File: src/rtl/abc_pattern_gen_pkg.sv
// Shared types and helpers for the three-bus equality pattern generator.
package abc_pattern_gen_pkg;

  typedef enum logic [1:0] {
    IDLE = 2'd0,
    RUN  = 2'd1,
    DONE = 2'd2
  } state_t;

  localparam logic MODE_FULL = 1'b0;
  localparam logic MODE_DIAG = 1'b1;

  // Widest word the golden helper accepts; narrower callers zero-extend.
  localparam int EQ_MAX_W = 32;

  function automatic logic eq3(input logic [EQ_MAX_W-1:0] a,
                               input logic [EQ_MAX_W-1:0] b,
                               input logic [EQ_MAX_W-1:0] c);
    return (a == b) && (b == c);
  endfunction

endpackage

File: src/rtl/abc_pattern_gen_eq3_golden.sv
// Golden reference for the comparator under test: eq = (a == b == c).
module eq3_golden
  import abc_pattern_gen_pkg::*;
#(
  parameter int WIDTH = 3
) (
  input  logic [WIDTH-1:0] a,
  input  logic [WIDTH-1:0] b,
  input  logic [WIDTH-1:0] c,
  output logic             eq
);

  logic [EQ_MAX_W-1:0] a_x;
  logic [EQ_MAX_W-1:0] b_x;
  logic [EQ_MAX_W-1:0] c_x;

  assign a_x = EQ_MAX_W'(a);
  assign b_x = EQ_MAX_W'(b);
  assign c_x = EQ_MAX_W'(c);
  assign eq  = eq3(a_x, b_x, c_x);

endmodule

File: src/rtl/abc_pattern_gen.sv
// Drives A/B/C patterns into the equality comparator, counts f_in matches
// and flags any response that disagrees with the golden model.
//
// state | meaning
// IDLE  | buses parked at zero, waiting for start
// RUN   | one pattern per cycle, f_in sampled at the end of each cycle
// DONE  | one-cycle done pulse, results held
module abc_pattern_gen
  import abc_pattern_gen_pkg::*;
#(
  parameter int WIDTH = 3
) (
  input  logic               clk,
  input  logic               rst,
  input  logic               start,
  input  logic               mode,
  input  logic               f_in,
  output logic [WIDTH-1:0]   A,
  output logic [WIDTH-1:0]   B,
  output logic [WIDTH-1:0]   C,
  output logic               busy,
  output logic               done,
  output logic [3*WIDTH:0]   match_cnt,
  output logic               err
);

  localparam int CW = 3 * WIDTH;
  localparam int MW = CW + 1;

  state_t          state;
  logic [CW-1:0]   cnt;
  logic [CW-1:0]   cnt_nxt;
  logic            mode_q;
  logic            golden;
  logic            last;

  assign cnt_nxt = cnt + 1'b1;

  // Diagonal runs never touch the upper cnt bits, so the low word alone marks the end.
  assign last = (mode_q == MODE_DIAG) ? (&cnt[WIDTH-1:0]) : (&cnt);

  eq3_golden #(.WIDTH(WIDTH)) u_golden (
    .a  (A),
    .b  (B),
    .c  (C),
    .eq (golden)
  );

  always_ff @(posedge clk or posedge rst) begin
    if (rst) begin
      state     <= IDLE;
      cnt       <= '0;
      mode_q    <= MODE_FULL;
      A         <= '0;
      B         <= '0;
      C         <= '0;
      busy      <= 1'b0;
      done      <= 1'b0;
      match_cnt <= '0;
      err       <= 1'b0;
    end else begin
      case (state)
        IDLE: begin
          done <= 1'b0;
          if (start) begin
            cnt       <= '0;
            match_cnt <= '0;
            err       <= 1'b0;
            mode_q    <= mode;
            A         <= '0;
            B         <= '0;
            C         <= '0;
            busy      <= 1'b1;
            state     <= RUN;
          end
        end

        RUN: begin
          match_cnt <= match_cnt + MW'(f_in);
          err       <= err | (f_in != golden);
          if (last) begin
            A     <= '0;
            B     <= '0;
            C     <= '0;
            busy  <= 1'b0;
            done  <= 1'b1;
            state <= DONE;
          end else begin
            cnt <= cnt_nxt;
            if (mode_q == MODE_DIAG) begin
              A <= cnt_nxt[WIDTH-1:0];
              B <= cnt_nxt[WIDTH-1:0];
              C <= cnt_nxt[WIDTH-1:0];
            end else begin
              {A, B, C} <= cnt_nxt;
            end
          end
        end

        DONE: begin
          done  <= 1'b0;
          state <= IDLE;
        end

        default: begin
          busy  <= 1'b0;
          done  <= 1'b0;
          state <= IDLE;
        end
      endcase
    end
  end

endmodule

File: config.mk
export PLATFORM = sky130hd
export DESIGN_NAME = abc_pattern_gen
export DESIGN_NICKNAME = d
export VERILOG_FILES = /design/src/rtl/abc_pattern_gen_pkg.sv /design/src/rtl/abc_pattern_gen_eq3_golden.sv /design/src/rtl/abc_pattern_gen.sv
export SDC_FILE = /design/constraint.sdc
export NUM_CORES = 1
export LEC_CHECK = 0
export CAP_MARGIN = 20
export CELL_PAD_IN_SITES_DETAIL_PLACEMENT = 1
export CELL_PAD_IN_SITES_GLOBAL_PLACEMENT = 1
export CORE_MARGIN = 2
export CORE_UTILIZATION = 43
export CTS_CLUSTER_DIAMETER = 150
export DETAILED_ROUTE_END_ITERATION = 10
export PLACE_DENSITY_LB_ADDON = 0.1
export SLEW_MARGIN = 0
export SYNTH_ARGS = -nofsm -noshare
export SYNTH_HDL_FRONTEND = slang
export SYNTH_SLANG_ARGS = --single-unit
File: constraint.sdc
create_clock -name clk -period 3.9 [get_ports clk]
set_input_delay 0.39 -clock clk [delete_from_list [all_inputs] [get_ports clk]]
set_output_delay 0.39 -clock clk [all_outputs]
set_load 0.02 [all_outputs]
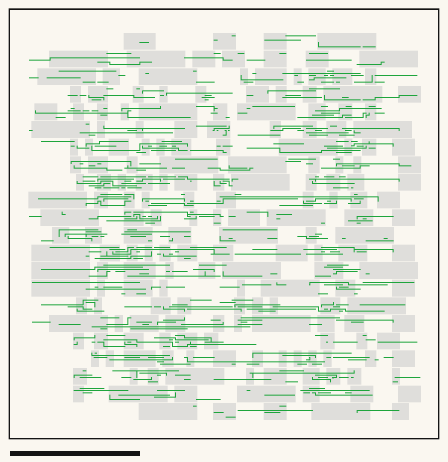
m1.png
Scale bar: 20 um.
wire length on this layer = 1770 um
main direction = horizontal
share of all routed wire = 42%

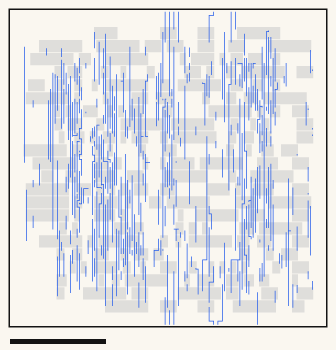
m2.png
Scale bar: 20 um.
nets with wire on the layer = 191
main direction = vertical
longest straight run = 44.5 um
share of all routed wire = 50%
GR Util met2: 36.36%
Post-Route WL: 4197 um
via count: 1447

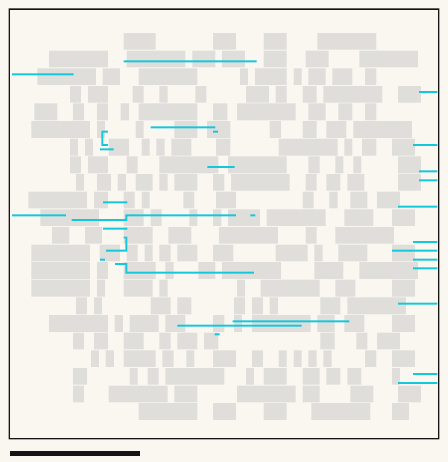
m3.png
Scale bar: 20 um.
main direction = horizontal
longest straight run = 20.2 um
nets with wire on the layer = 23
share of all routed wire = 4.8%

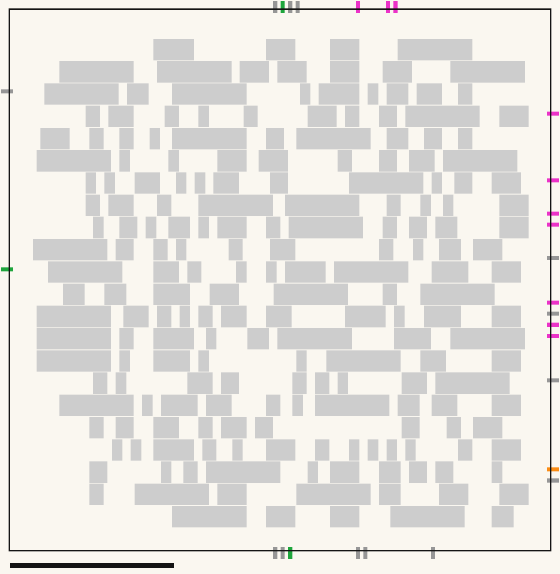
pinout.png
Scale bar: 20 um. Pins as bars across the die edge, other pins in gray.
done -> orange  # pins 1, direction output, edge right
A -> green  # pins 3, direction output, edge 1 top, 1 left, 1 bottom
match_cnt -> magenta  # pins 10, direction output, edge 7 right, 3 top
all pins by edge = 12 right, 7 top, 6 bottom, 2 left

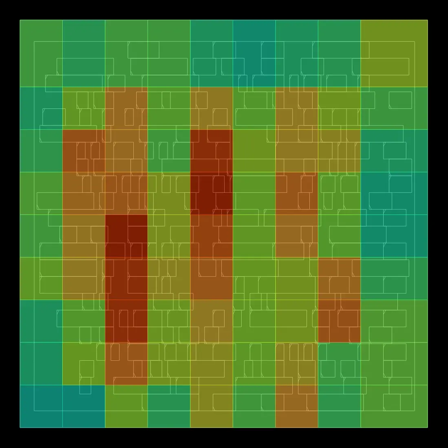
congestion_map.png
final core occ: 55.43%
layer with the highest usage: met2

==> ci_impl_report.md <==
## PnR job results

| Metric | Value |
|---|---|
| Starting density of the core | `44.88%` |
| Area leader share | `51.40%` |
| Comb area | `760.7 um2` |
| Net Sw Power | `0.6469 mW` |
| Reg-to-reg startpoint | `cnt[0]$_DFFE_PP0P_` |
| Largest net degree at the start of global routing | `35` |
| Sequential group power | `0.626 mW` |
| Top power group | `combinational logic` |
| Fmax | `0.4415 GHz` |
| Worst path cell trace | `ha_1, nand3_1, nor2_1, ha_1, mux2i_1, nand2_1, or3_1, o21ai_0` |
| Worst Setup Start Kind | `flop` |
| Pre-CTS setup slack | `1.689 ns` |
| MUX area fraction | `1.209%` |
| Status | `completed` |
| Seq. cell area | `850.8 um2` |
| Clock power share | `16.0%` |
| WL met1 | `1774 um` |
| Biggest register | `match_cnt` |
| Max layer used | `met4` |
| N_diodes | `0` |
| Highest-count logic cell in the final layout | `dfrtp_1` |
| Reg power frac | `39.7%` |
| Peak supply drop | `0.3968 mV` |
Power figures rest on the tool's default switching activity, not on a simulated workload.
